Fig. 1: the metal 1 layer
The bar under the picture is 20 microns long.
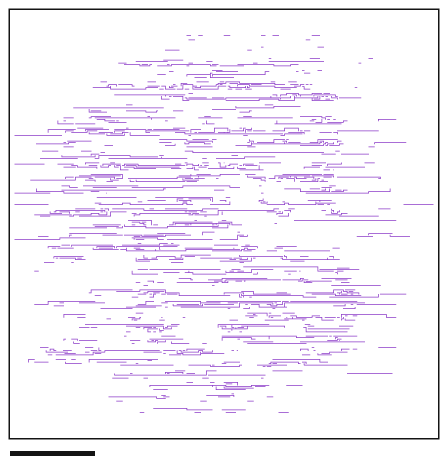
Fig. 2: metal 2
The bar under the picture is 20 microns long. Cells faint in the background.
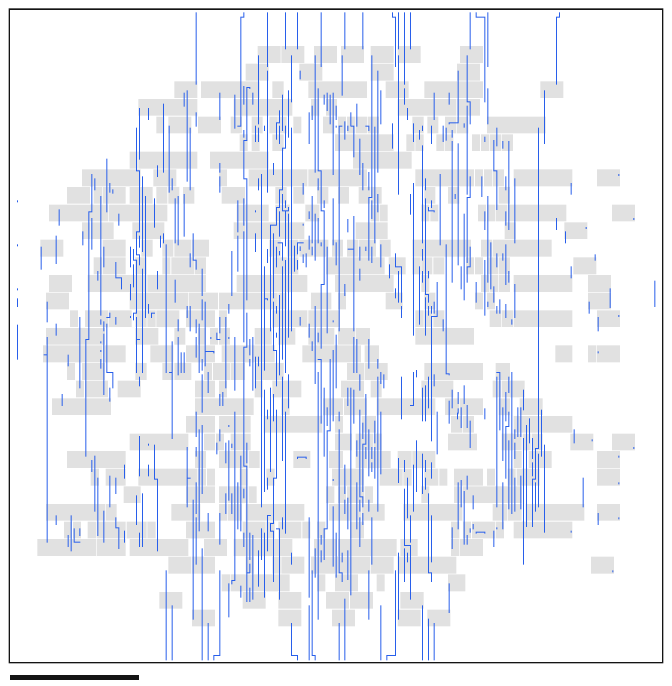
Fig. 3: met3 routing
The bar under the picture is 20 microns long. Cells faint in the background.
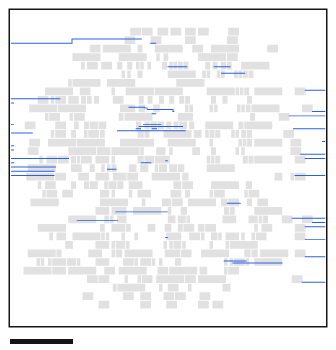
File: config.mk
export PLATFORM = sky130hd
export DESIGN_NAME = truth_table_sweeper
export DESIGN_NICKNAME = d
export VERILOG_FILES = /design/src/rtl/truth_table_sweeper_pkg.sv /design/src/rtl/truth_table_sweeper_settle.sv /design/src/rtl/truth_table_sweeper.sv
export SDC_FILE = /design/constraint.sdc
export NUM_CORES = 1
export LEC_CHECK = 0
export CORE_MARGIN = 4
export CORE_UTILIZATION = 35
export CTS_CLUSTER_DIAMETER = 100
export DETAILED_ROUTE_END_ITERATION = 6
export PLACE_DENSITY_LB_ADDON = 0.2
export SYNTH_ARGS = -nofsm -noshare
export SYNTH_HDL_FRONTEND = slang
export SYNTH_SLANG_ARGS = --single-unit
File: constraint.sdc
create_clock -name clk -period 4.9 [get_ports clk]
set_clock_uncertainty 0.15 [all_clocks]
set_input_delay 0.735 -clock clk [delete_from_list [all_inputs] [get_ports clk]]
set_output_delay 0.735 -clock clk [all_outputs]
set_load 0.1 [all_outputs]
File: src/rtl/truth_table_sweeper_pkg.sv
// Shared definitions for the truth-table sweeper: FSM states, sweep
// dimensions and the default expected truth table.
package truth_table_sweeper_pkg;

  typedef enum logic [1:0] {
    IDLE   = 2'd0,
    APPLY  = 2'd1,
    SAMPLE = 2'd2,
    DONE   = 2'd3
  } state_t;

  localparam int N_IN  = 5;
  localparam int N_VEC = 32;

  // Expected table for the golden 5-input function; bit i is vector i.
  localparam logic [N_VEC-1:0] EXPECT_DEFAULT = 32'hA2A02255;

  // Index of the final vector in a sweep.
  localparam logic [N_IN-1:0] LAST_VEC = 5'(N_VEC - 1);

endpackage

File: src/rtl/truth_table_sweeper_settle.sv
// Settle timer: counts the cycles an input vector has been held and flags
// the cycle in which the hold time reaches SETTLE.
module sweep_settle_timer #(
  parameter int SETTLE = 2
) (
  input  logic clk,
  input  logic rst,
  input  logic clear,
  input  logic enable,
  output logic expired
);

  logic [3:0] cnt_q;

  // Settle counter: cleared outside APPLY, advances once per APPLY cycle.
  always_ff @(posedge clk or posedge rst) begin
    // NOTE: sequential state uses non-blocking assignments so every register
    // samples pre-edge values regardless of statement order.
    if (rst) begin
      cnt_q <= 4'd0;
    end else if (clear) begin
      cnt_q <= 4'd0;
    end else if (enable) begin
      cnt_q <= cnt_q + 4'd1;
    end
  end

  // High in the last of the SETTLE hold cycles.
  assign expired = (cnt_q == 4'(SETTLE - 1));

endmodule

File: src/rtl/truth_table_sweeper.sv
// Truth-table sweeper: drives every 5-bit vector into an external
// combinational function, samples its output after a settle time, and
// compares the captured table against an expected one.
module truth_table_sweeper
  import truth_table_sweeper_pkg::*;
#(
  parameter int               SETTLE = 2,
  parameter logic [N_VEC-1:0] EXPECT = EXPECT_DEFAULT
) (
  input  logic             clk,
  input  logic             rst,
  input  logic             start,
  input  logic             abort,
  input  logic             f_in,
  output logic [N_IN-1:0]  vec,
  output logic             busy,
  output logic             done,
  output logic [N_VEC-1:0] tt,
  output logic [5:0]       mismatch_cnt,
  output logic [N_IN-1:0]  first_fail,
  output logic             fail_valid,
  output logic             match
);

  state_t state_q, state_d;

  logic             accept;     // start taken in IDLE this edge
  logic             sample;     // SAMPLE edge that records f_in
  logic             abort_hit;  // sweep cancelled this edge
  logic             settled;
  logic             miss;

  logic [N_IN-1:0]  vec_q;
  logic [N_VEC-1:0] tt_q;
  logic [5:0]       mismatch_q;
  logic [N_IN-1:0]  first_fail_q;
  logic             fail_valid_q;
  logic             match_q;

  sweep_settle_timer #(
    .SETTLE (SETTLE)
  ) u_settle (
    .clk     (clk),
    .rst     (rst),
    .clear   (state_q != APPLY),
    .enable  (state_q == APPLY),
    .expired (settled)
  );

  assign miss = (f_in != EXPECT[vec_q]);

  // State register.
  always_ff @(posedge clk or posedge rst) begin
    if (rst) begin
      state_q <= IDLE;
    end else begin
      state_q <= state_d;
    end
  end

  // Next-state decode and per-edge control strobes; abort outranks sampling.
  always_comb begin
    // NOTE: every output of this block gets a default first so no path can
    // leave one unassigned and infer a latch.
    state_d   = state_q;
    accept    = 1'b0;
    sample    = 1'b0;
    abort_hit = 1'b0;
    busy      = 1'b0;
    done      = 1'b0;
    case (state_q)
      IDLE: begin
        if (start) begin
          accept  = 1'b1;
          state_d = APPLY;
        end
      end
      APPLY: begin
        busy = 1'b1;
        if (abort) begin
          abort_hit = 1'b1;
          state_d   = IDLE;
        end else if (settled) begin
          state_d = SAMPLE;
        end
      end
      SAMPLE: begin
        busy = 1'b1;
        if (abort) begin
          abort_hit = 1'b1;
          state_d   = IDLE;
        end else begin
          sample  = 1'b1;
          state_d = (vec_q == LAST_VEC) ? DONE : APPLY;
        end
      end
      DONE: begin
        done    = 1'b1;
        state_d = IDLE;
      end
      default: state_d = IDLE;
    endcase
  end

  // Sweep datapath: vector index, captured table and mismatch bookkeeping.
  always_ff @(posedge clk or posedge rst) begin
    if (rst) begin
      vec_q        <= '0;
      tt_q         <= '0;
      mismatch_q   <= '0;
      first_fail_q <= '0;
      fail_valid_q <= 1'b0;
      match_q      <= 1'b0;
    end else if (accept) begin
      vec_q        <= '0;
      tt_q         <= '0;
      mismatch_q   <= '0;
      first_fail_q <= '0;
      fail_valid_q <= 1'b0;
      match_q      <= 1'b0;
    end else if (abort_hit) begin
      // Partial table and counts stay visible for debug.
      vec_q   <= '0;
      match_q <= 1'b0;
    end else if (sample) begin
      tt_q[vec_q] <= f_in;
      // At most one increment per vector, so the count tops out at 32.
      if (miss) begin
        mismatch_q <= mismatch_q + 6'd1;
      end
      if (miss && !fail_valid_q) begin
        first_fail_q <= vec_q;
        fail_valid_q <= 1'b1;
      end
      if (vec_q != LAST_VEC) begin
        vec_q <= vec_q + 5'd1;
      end else begin
        // Match is decided on the edge entering DONE so it lines up with done.
        match_q <= (mismatch_q == 6'd0) && !miss;
      end
    end
  end

  assign vec          = vec_q;
  assign tt           = tt_q;
  assign mismatch_cnt = mismatch_q;
  assign first_fail   = first_fail_q;
  assign fail_valid   = fail_valid_q;
  assign match        = match_q;

endmodule

==> results_dict.tcl <==
# metrics dict for downstream scripts
set metrics [dict create \
    synth_cells 327 \
    grt_max_degree 57 \
    final_cells 480 \
    post_synth_xor_area_fraction_pct 1.455 \
    yosys_warnings 0 \
    muxShareOfSynthArea_pct 10.10 \
    timing.critical_path.required_ps 4010 \
    global_route_wire_length_before_repair_microns 12010 \
    post-place-cells 472 \
    synthDominantAreaCellType "dfrtp_1" \
    finalSetupViolCount 0 \
    numCtsBuffers 5 \
    async_reset_ff_share_pct 100.0 \
    path_buffers 2 \
    path_clk_slew_ps 100 \
    drtAntennaViolNets 0 \
    max-clock-path-buffers 2 \
    num_antenna_cells 0 \
    area_growth_pct 24.74 \
    ys_seq_elements 56 \
    cp_data_arrival_time_ps 2270 \
    clock_power_share_pct 24.9 \
    rrSetupSlack_ps 2350 \
    area_share_of_the_largest_cell_type_after_synthesis_pct 46.57 \
    num_io_pins 57 \
    enable_flop_cells 0 \
    die_x_microns 100.7 \
    critPathCaptureType "output port" \
    hold_path.startpoint "u_settle.cnt_q[0]" \
    switchingPower_uw 519.7 \
    yosys.cell_count.top_type "dfrtp_1" \
    power.combinational.fraction_pct 34.0 \
    vdd_drop_max_mv 0.1884 \
    critical_path.slowest_cell "clkdlybuf4s50_1" \
    hold_buffers 0 \
    die-height_microns 100.7 \
    holdPathStages 1 \
    run_status "complete, no violations" \
    clock_network_latency_to_the_later_pin_of_the_worst_skew_pair_ps 320 \
    top_power_group "registers" \
    timing.fmax_mhz 316.8 \
    hold-path-endpoint "u_settle.cnt_q[0]" \
    worst_setup_path_start_kind "register" \
    finalWeightedCongestion 0.7349 \
]
-- Fig. 1 (at the start) --
wire length on this layer: 3,480 microns
main direction: horizontal
nets with wire on the layer: 330
share of all routed wire: 48%
longest straight run: 30.8 microns
via total after detailed routing: 2,465
met1 GRT Util: 20.87%
final wirelength: 7277 microns

-- Fig. 2 (at the start) --
longest straight run: 51.3 microns
wire length on this layer: 3,330 microns
global routing usage on met2: 22.78%

-- Fig. 3 (at the start) --
longest straight run: 22.1 microns
nets with wire on the layer: 41
share of all routed wire: 5.0%
wire length on this layer: 366 microns
GR Util met3: 3.114%

metal layers:
metal  part of all wire [%]  routed length (microns)
met5                      0                        0
met4                    1.4                      102
met3                    5.0                      365
met2                     46                     3328
met1                     48                     3479
final cells by class:
| cell class | count | area (sq um) |
|---|---|---|
| fill | 816 | 4546 |
| multi-input combinational | 242 | 1485 |
| sequential | 56 | 1401 |
| timing repair buffer | 59 | 583.1 |
| tap | 105 | 131.4 |
| clock buffer | 5 | 68.82 |
| clock inverter | 3 | 46.29 |
| inverter | 10 | 37.54 |
placed cells by master (no fill, tap or decap), types with 6 or more instances in the layout:
cell	instances
dfrtp_1	56
ha_1	14
clkdlybuf4s50_1	56
o21ai_0	20
nand4_1	6
nand3b_1	11
nand3_1	20
nand2_1	45
nor2_1	40
a21oi_1	23
mux2i_1	29
inv_1	9
worst reg2reg max path, delay by kind of cell, from the launching register on:
kind                     cells  cell delay, ps
AND-OR/OR-AND                2             690
adder cells (fa/ha/maj)      1             400
flip-flops                   1             570
AND/OR/NAND/NOR              2             670
how the worst max path moves through the flow:
stage	endpoint	start	slack, ps	cells after the start
2_1_floorplan	match	vec[0]	2080	7
3_3_place_gp	busy	state_q[1]	2090	3
3_5_place_dp	busy	state_q[1]	2080	3
4_1_cts	busy	state_q[1]	1720	3
5_1_grt	busy	state_q[1]	1660	3
6_report	busy	state_q[1]	1740	3
stage by stage:
stage	util (%)	power (mW)	cell area, sq um	setup slack [ps]
2_1_floorplan	-	0.8738	3009	2076
3_3_place_gp	43.84	0.9629	3638	2091
5_1_grt	45.23	1.346	3754	1657
4_1_cts	45.23	1.288	3754	1722
6_report	45.23	1.273	3754	1743
3_5_place_dp	43.84	0.9697	3638	2080
Power is estimated from default activity; no workload was simulated.
